==> images/final_clocks.png <==
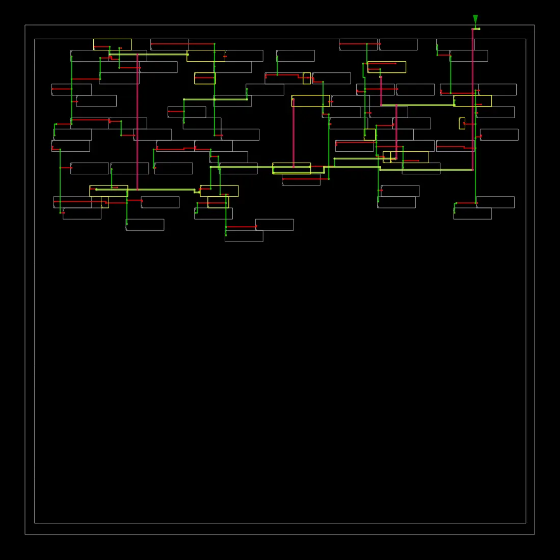
==> images/met1.png <==
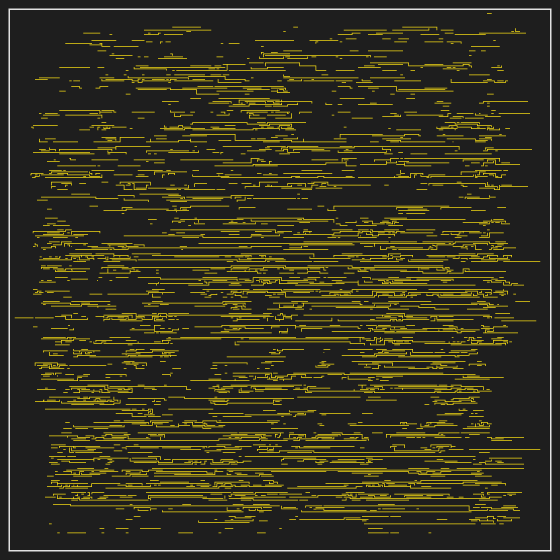
==> images/met3.png <==
The bar under the picture is 20 um long.
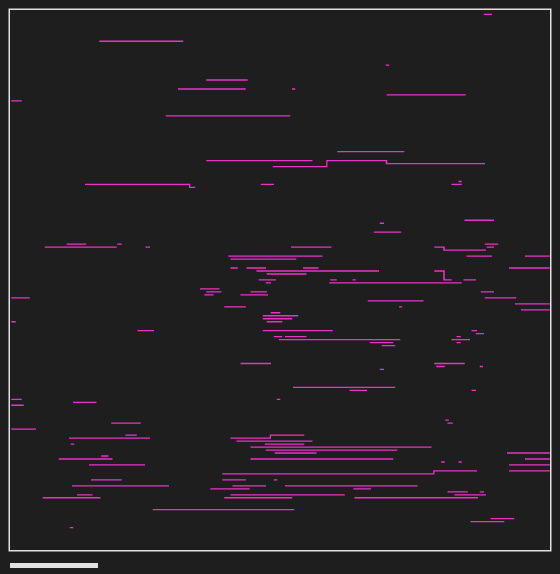
==> images/wire_density.png <==
The bar under the picture is 20 um long. 25 x 25 tiles, from dark blue (low) to red (high), scaled to the fullest tile. Values are wire area over tile area, all layers added.
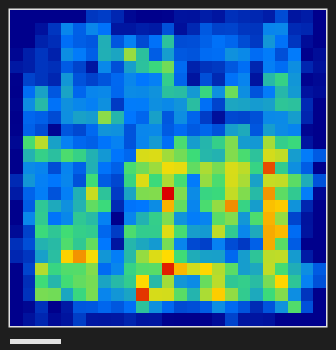
`src/rtl/uart_rx_pkg.sv`:
```
// Shared UART types: rx/tx state enums and the parity helper.
// UART_RX_PARITY_EN adds the RX_PARITY state to the rx enum.
package uart_rx_pkg;

    localparam int unsigned DATA_BITS = 8;

    typedef enum logic [1:0] {
        TX_IDLE,
        TX_START,
        TX_DATA,
        TX_STOP
    } uart_tx_state_e;

`ifdef UART_RX_PARITY_EN
    typedef enum logic [2:0] {
        RX_IDLE,
        RX_START,
        RX_DATA,
        RX_PARITY,
        RX_STOP
    } uart_rx_state_e;
`else
    typedef enum logic [2:0] {
        RX_IDLE,
        RX_START,
        RX_DATA,
        RX_STOP
    } uart_rx_state_e;
`endif

    function automatic logic even_parity(input logic [7:0] b);
        return ^b;
    endfunction

endpackage

```
`src/rtl/uart_rx_if.sv`:
```
// Receive-side byte handshake and error pulses of the UART receiver.
interface uart_rx_if;
    logic [7:0] uart_rx_data_o;
    logic       uart_rx_data_vld_o;
    logic       uart_rx_data_rdy_i;
    logic       uart_rx_frame_err_o;
    logic       uart_rx_overrun_o;
    logic       uart_rx_parity_err_o;

    modport master (
        output uart_rx_data_o,
        output uart_rx_data_vld_o,
        input  uart_rx_data_rdy_i,
        output uart_rx_frame_err_o,
        output uart_rx_overrun_o,
        output uart_rx_parity_err_o
    );

    modport slave (
        input  uart_rx_data_o,
        input  uart_rx_data_vld_o,
        output uart_rx_data_rdy_i,
        input  uart_rx_frame_err_o,
        input  uart_rx_overrun_o,
        input  uart_rx_parity_err_o
    );
endinterface

```
`src/rtl/uart_rx_sync_2ff.sv`:
```
// Two-flop synchronizer for a single asynchronous bit.
module sync_2ff #(
    parameter logic RESET_VAL = 1'b0
) (
    input  logic clk_i,
    input  logic rst_n_i,
    input  logic d_i,
    output logic q_o
);
    logic meta_q;
    logic sync_q;

    always_ff @(posedge clk_i or negedge rst_n_i) begin
        if (!rst_n_i) begin
            meta_q <= RESET_VAL;
            sync_q <= RESET_VAL;
        end else begin
            meta_q <= d_i;
            sync_q <= meta_q;
        end
    end

    assign q_o = sync_q;
endmodule

```
`src/rtl/uart_rx.sv`:
```
// UART receiver, 8N1 by default; bit period = uart_rx_baud_div_i + 2 cycles.
// Define UART_RX_PARITY_EN for 8E1 framing with parity error reporting.
module uart_rx
    import uart_rx_pkg::*;
(
    input  logic        clk_i,
    input  logic        rst_n_i,
    input  logic        uart_rx_i,
    input  logic [31:0] uart_rx_baud_div_i,
    uart_rx_if.master   rx_if
);
    logic           rx_s;
    logic           rx_prev_q;
    logic [1:0]     flush_q;
    uart_rx_state_e state_q, state_d;
    logic [31:0]    baud_cnt_q, baud_cnt_d;
    logic [2:0]     bit_cnt_q, bit_cnt_d;
    logic [7:0]     shift_q, shift_d;
    logic [7:0]     data_q, data_d;
    logic           vld_q, vld_d;
    logic           frame_err_q, frame_err_d;
    logic           overrun_q, overrun_d;
`ifdef UART_RX_PARITY_EN
    logic           par_pend_q, par_pend_d;
    logic           parity_err_q, parity_err_d;
`endif
    logic [32:0]    period_m1;
    logic [32:0]    half_m1;
    logic           sample;
    logic           rdy;

    sync_2ff #(.RESET_VAL(1'b1)) u_sync (
        .clk_i   (clk_i),
        .rst_n_i (rst_n_i),
        .d_i     (uart_rx_i),
        .q_o     (rx_s)
    );

    assign rdy       = rx_if.uart_rx_data_rdy_i;
    assign period_m1 = {1'b0, uart_rx_baud_div_i} + 33'd1;
    assign half_m1   = (({1'b0, uart_rx_baud_div_i} + 33'd2) >> 1) - 33'd1;
    assign sample    = ({1'b0, baud_cnt_q} == ((state_q == RX_START) ? half_m1 : period_m1));

    always_comb begin
        state_d     = state_q;
        baud_cnt_d  = baud_cnt_q;
        bit_cnt_d   = bit_cnt_q;
        shift_d     = shift_q;
        data_d      = data_q;
        vld_d       = vld_q;
        frame_err_d = 1'b0;
        overrun_d   = 1'b0;
`ifdef UART_RX_PARITY_EN
        par_pend_d   = par_pend_q;
        parity_err_d = 1'b0;
`endif
        if (vld_q && rdy) begin
            vld_d = 1'b0;
        end

        unique case (state_q)
            RX_IDLE: begin
                baud_cnt_d = '0;
                // Edges are ignored until the synchronizer has flushed its reset value.
                if (flush_q == 2'd3 && rx_prev_q && !rx_s) begin
                    state_d   = RX_START;
                    bit_cnt_d = '0;
`ifdef UART_RX_PARITY_EN
                    par_pend_d = 1'b0;
`endif
                end
            end
            RX_START: begin
                if (sample) begin
                    baud_cnt_d = '0;
                    state_d    = rx_s ? RX_IDLE : RX_DATA;
                end else begin
                    baud_cnt_d = baud_cnt_q + 32'd1;
                end
            end
            RX_DATA: begin
                if (sample) begin
                    baud_cnt_d = '0;
                    shift_d    = {rx_s, shift_q[7:1]};
                    bit_cnt_d  = bit_cnt_q + 3'd1;
                    if (bit_cnt_q == 3'(DATA_BITS - 1)) begin
`ifdef UART_RX_PARITY_EN
                        state_d = RX_PARITY;
`else
                        state_d = RX_STOP;
`endif
                    end
                end else begin
                    baud_cnt_d = baud_cnt_q + 32'd1;
                end
            end
`ifdef UART_RX_PARITY_EN
            RX_PARITY: begin
                if (sample) begin
                    baud_cnt_d = '0;
                    state_d    = RX_STOP;
                    if (rx_s != even_parity(shift_q)) begin
                        par_pend_d = 1'b1;
                    end
                end else begin
                    baud_cnt_d = baud_cnt_q + 32'd1;
                end
            end
`endif
            RX_STOP: begin
                if (sample) begin
                    baud_cnt_d = '0;
                    state_d    = RX_IDLE;
                    if (!rx_s) begin
                        frame_err_d = 1'b1;
`ifdef UART_RX_PARITY_EN
                    end else if (par_pend_q) begin
                        parity_err_d = 1'b1;
`endif
                    end else if (!vld_q || rdy) begin
                        data_d = shift_q;
                        vld_d  = 1'b1;
                    end else begin
                        overrun_d = 1'b1;
                    end
                end else begin
                    baud_cnt_d = baud_cnt_q + 32'd1;
                end
            end
            default: begin
                state_d    = RX_IDLE;
                baud_cnt_d = '0;
            end
        endcase
    end

    always_ff @(posedge clk_i or negedge rst_n_i) begin
        if (!rst_n_i) begin
            state_q     <= RX_IDLE;
            rx_prev_q   <= 1'b1;
            flush_q     <= '0;
            baud_cnt_q  <= '0;
            bit_cnt_q   <= '0;
            shift_q     <= '0;
            data_q      <= '0;
            vld_q       <= 1'b0;
            frame_err_q <= 1'b0;
            overrun_q   <= 1'b0;
`ifdef UART_RX_PARITY_EN
            par_pend_q   <= 1'b0;
            parity_err_q <= 1'b0;
`endif
        end else begin
            state_q     <= state_d;
            rx_prev_q   <= rx_s;
            if (flush_q != 2'd3) begin
                flush_q <= flush_q + 2'd1;
            end
            baud_cnt_q  <= baud_cnt_d;
            bit_cnt_q   <= bit_cnt_d;
            shift_q     <= shift_d;
            data_q      <= data_d;
            vld_q       <= vld_d;
            frame_err_q <= frame_err_d;
            overrun_q   <= overrun_d;
`ifdef UART_RX_PARITY_EN
            par_pend_q   <= par_pend_d;
            parity_err_q <= parity_err_d;
`endif
        end
    end

    assign rx_if.uart_rx_data_o      = data_q;
    assign rx_if.uart_rx_data_vld_o  = vld_q;
    assign rx_if.uart_rx_frame_err_o = frame_err_q;
    assign rx_if.uart_rx_overrun_o   = overrun_q;
`ifdef UART_RX_PARITY_EN
    assign rx_if.uart_rx_parity_err_o = parity_err_q;
`else
    assign rx_if.uart_rx_parity_err_o = 1'b0;
`endif
endmodule

```
`src/flat_wrapper.sv`:
```
// flat-port wrapper written by rule: the top's interface ports become plain ports
module uart_rx_flat import uart_rx_pkg::*;
  (clk_i, rst_n_i, uart_rx_i, uart_rx_baud_div_i, rx_if_uart_rx_data_o, rx_if_uart_rx_data_vld_o, rx_if_uart_rx_data_rdy_i, rx_if_uart_rx_frame_err_o, rx_if_uart_rx_overrun_o, rx_if_uart_rx_parity_err_o);
  uart_rx_if rx_if_i ();
  input  logic clk_i;
  input  logic rst_n_i;
  input  logic uart_rx_i;
  input  logic [31:0] uart_rx_baud_div_i;
  output wire logic [$bits(rx_if_i.uart_rx_data_o)-1:0] rx_if_uart_rx_data_o;
  output wire logic [$bits(rx_if_i.uart_rx_data_vld_o)-1:0] rx_if_uart_rx_data_vld_o;
  input wire logic [$bits(rx_if_i.uart_rx_data_rdy_i)-1:0] rx_if_uart_rx_data_rdy_i;
  output wire logic [$bits(rx_if_i.uart_rx_frame_err_o)-1:0] rx_if_uart_rx_frame_err_o;
  output wire logic [$bits(rx_if_i.uart_rx_overrun_o)-1:0] rx_if_uart_rx_overrun_o;
  output wire logic [$bits(rx_if_i.uart_rx_parity_err_o)-1:0] rx_if_uart_rx_parity_err_o;
  assign rx_if_uart_rx_data_o = rx_if_i.uart_rx_data_o;
  assign rx_if_uart_rx_data_vld_o = rx_if_i.uart_rx_data_vld_o;
  assign rx_if_i.uart_rx_data_rdy_i = rx_if_uart_rx_data_rdy_i;
  assign rx_if_uart_rx_frame_err_o = rx_if_i.uart_rx_frame_err_o;
  assign rx_if_uart_rx_overrun_o = rx_if_i.uart_rx_overrun_o;
  assign rx_if_uart_rx_parity_err_o = rx_if_i.uart_rx_parity_err_o;
  uart_rx u_core (.clk_i(clk_i), .rst_n_i(rst_n_i), .uart_rx_i(uart_rx_i), .uart_rx_baud_div_i(uart_rx_baud_div_i), .rx_if(rx_if_i));
endmodule
```
`config.mk`:
```
export PLATFORM = sky130hd
export DESIGN_NAME = uart_rx_flat
export DESIGN_NICKNAME = d
export VERILOG_FILES = /design/src/rtl/uart_rx_pkg.sv /design/src/rtl/uart_rx_if.sv /design/src/rtl/uart_rx_sync_2ff.sv /design/src/rtl/uart_rx.sv /design/src/flat_wrapper.sv
export SDC_FILE = /design/constraint.sdc
export NUM_CORES = 1
export LEC_CHECK = 0
export CAP_MARGIN = 20
export CELL_PAD_IN_SITES_DETAIL_PLACEMENT = 0
export CELL_PAD_IN_SITES_GLOBAL_PLACEMENT = 1
export CORE_MARGIN = 2
export CORE_UTILIZATION = 45
export DETAILED_ROUTE_END_ITERATION = 10
export MAX_ROUTING_LAYER = met4
export PLACE_DENSITY_LB_ADDON = 0.1
export SYNTH_ARGS = -nofsm -noshare
export SYNTH_HDL_FRONTEND = slang
export SYNTH_SLANG_ARGS = --single-unit
```
`constraint.sdc`:
```
create_clock -name clk_i -period 6.2 [get_ports clk_i]
set_input_delay 0.93 -clock clk_i [delete_from_list [all_inputs] [get_ports clk_i]]
set_output_delay 0.93 -clock clk_i [all_outputs]
set_load 0.005 [all_outputs]
```
==> impl_metrics.yaml <==
# generated from flow reports
status:
  outcome: "finished clean"
setup_path:
  r2r_start: "u_core.state_q[1]$_DFFE_PN0P_"
  arrival_ns: 5.77
  worstSetupPathDepth: 14
  reg2reg_slack_ns: 2.00
  required_ns: 6.39
  startpoint: "uart_rx_baud_div_i[11]"
  cp-endpoint: "u_core.baud_cnt_q[31]$_DFF_PN0_"
  reg2reg_to: "u_core.baud_cnt_q[31]$_DFF_PN0_"
  slowest_delay_ns: 0.70
  crit_chain: "clkdlybuf4s50_1 > nand2_1 > or4_4 > o31a_1 > nor4_2 > nand4_2 > o21ai_0 > a21oi_1 > or4_1 > nor4_4 > buf_4 > a31o_2 > buf_4 > nor2_1"
  crit_family: "simple AND/OR/NAND/NOR gates"
  cp_max_fo: 32
  worst_setup_path_start_kind: "input port"
  cp_num_buf_inv: 3
  end_kind: "register"
synth:
  synthDominantCellAreaShare_pct: 22.8
  edf_count: 0
  syn-num-nets: 825
  yosysTopAreaCell: "dfrtp_1"
  synth_warnings: 0
  area_leaders: "dfrtp_1 (23%), xnor2_1 (9.3%), xor2_1 (5.2%)"
  postSynth.asyncResetShare_pct: 100
  synthesis.area_mm2: 0.00638
  synth_cells: 783
  synthAoiAreaFrac_pct: 16.6
  ys_sh_xor_pct: 16.0
  logic_family: "simple AND/OR/NAND/NOR gates"
  top_cell: "nor2_1"
  avgSynthCellArea_um2: 8.15
  synth_top_flop_cell: "dfrtp_1"
  synth_seq_share_pct: 24.0
  ys_ff: 61
  muxShareOfSynthArea_pct: 4.14
  synth.distinct_cells: 77
  ys_sh_simple_pct: 33.3
  ys_chip_area_mm2: 0.00638
  yosys-stat-cells: 783
  common_cells: "nor2_1 (80), xnor2_1 (68), nand2_1 (60), dfrtp_1 (58), xor2_1 (38)"
layout:
  fillers: 1344
  antennaDiodeCount: 0
  logic_gate_count: 653
  logic_area_mm2: 0.00455
  seq_share_pct: 20.9
  nets: 859
  clk_share_pct: 3.81
  comb_share_pct: 62.0
  largest_register_ffs: 32
  most-common-layout-cells: "nor2_1 (80), xnor2_1 (68), nand2_1 (60)"
  max_flop_register: "u_core.baud_cnt_q"
  area_delta_synth_final_pct: 14.9
  drive_gt1_share_pct: 12.9
  buf_share_pct: 9.59
  top_area_cell_class: "combinational gates"
  flop_area_mm2: 0.00153
  utilization_pct: 52.8
  fin_area_mm2: 0.00733
  final_common_cell: "nor2_1"
floorplan:
  coreArea_mm2: 0.0139
  die_h_um: 123
  die_width_um: 123
  rows: 43
  chip_area_mm2: 0.0151
  taps: 180
  initial_core_util_pct: 46.0
  io-pin-count: 48
clock_network:
  post_cts_buffers: 0
  clock_path_buffers: 2
  cts_buffers: 9
  clk_pin_slew_worst_paths_ns: 0.05
  ctsResizeCount: 0
  cts_tree: "yes"
  htree_levels: 3
  hold_buffers: 0
  cts_root_buf: "clkbuf_16"
final_timing:
  fin_crit_ns: 5.58
  worstMarginPinSlew_ns: 0.974
  period_used_pct: 89.9
  tns_ns: 0
  setup_viol: 0
  layout_setup_ws_ns: 0.624
  rsz0062_at_grt: "false"
  holdWs_ns: 0.354
  hold_viol: 0
  skew_ns: 0.00529
  max_freq_ghz: 0.179
global_routing:
  grt_pass1_wl_mm: 31.2
  grt_max_degree: 62
  grt_pass1_vias: 5913
  grt_util_met2_pct: 42.7
  overflow: 0
  grt_busiest_layer: "met2"
route:
  dr_wl_met2_mm: 9.11
  drtPass1Iterations: 5
  drt_iter0_drc: 484
  wl_met1_mm: 8.84
  viasPerCell: 6.23
flow_run:
  maxCapViolations: 0
  warning_count: 26
power_and_ir_drop:
  seq_power_uw: 401
  power_leakage_uw: 0.00275
  ir_worst_vdd_mv: 0.151
  p_switching_uw: 277
  comb-power_uw: 188
  clkPwrFrac_pct: 43.5
  power_uw: 1040
  power_frac_seq_pct: 38.4
placement:
  place_area_mm2: 0.00705
  place_congestion: 0.972
  placed_cells: 986
  place_ws_ns: 0.371
hold_path:
  min-delay-start: "u_core.u_sync.meta_q$_DFF_PN1_"
  holdPathEnd: "u_core.u_sync.q_o$_DFF_PN1_"
  hold_class: "reg -> reg"
About final_clocks.png:
Seq cells: 61
Clock group: 455 uW
clk_buf instances: 12
clk_lat worst skew: 0.33 ns
Clock Sink Count: 61

About met1.png:
wire length on this layer = 8840 um
longest straight run = 58.0 um
met1 usage: 35.8%
drt total wl: 19.9 mm
vias: 6243

About met3.png:
wire length on this layer = 1150 um
longest straight run = 48.1 um
main direction = horizontal
share of all routed wire = 5.8%
nets with wire on the layer = 85
M3 GR Usage: 4.80%

About wire_density.png:
mean over tiles = 0.21
emptiest ninth of the die = upper left
nearly empty tiles = 10%
GRT Resource Usage Total: 27.5%
drt wl/cell: 19.8 um

Power and IR drop assume default switching activity.
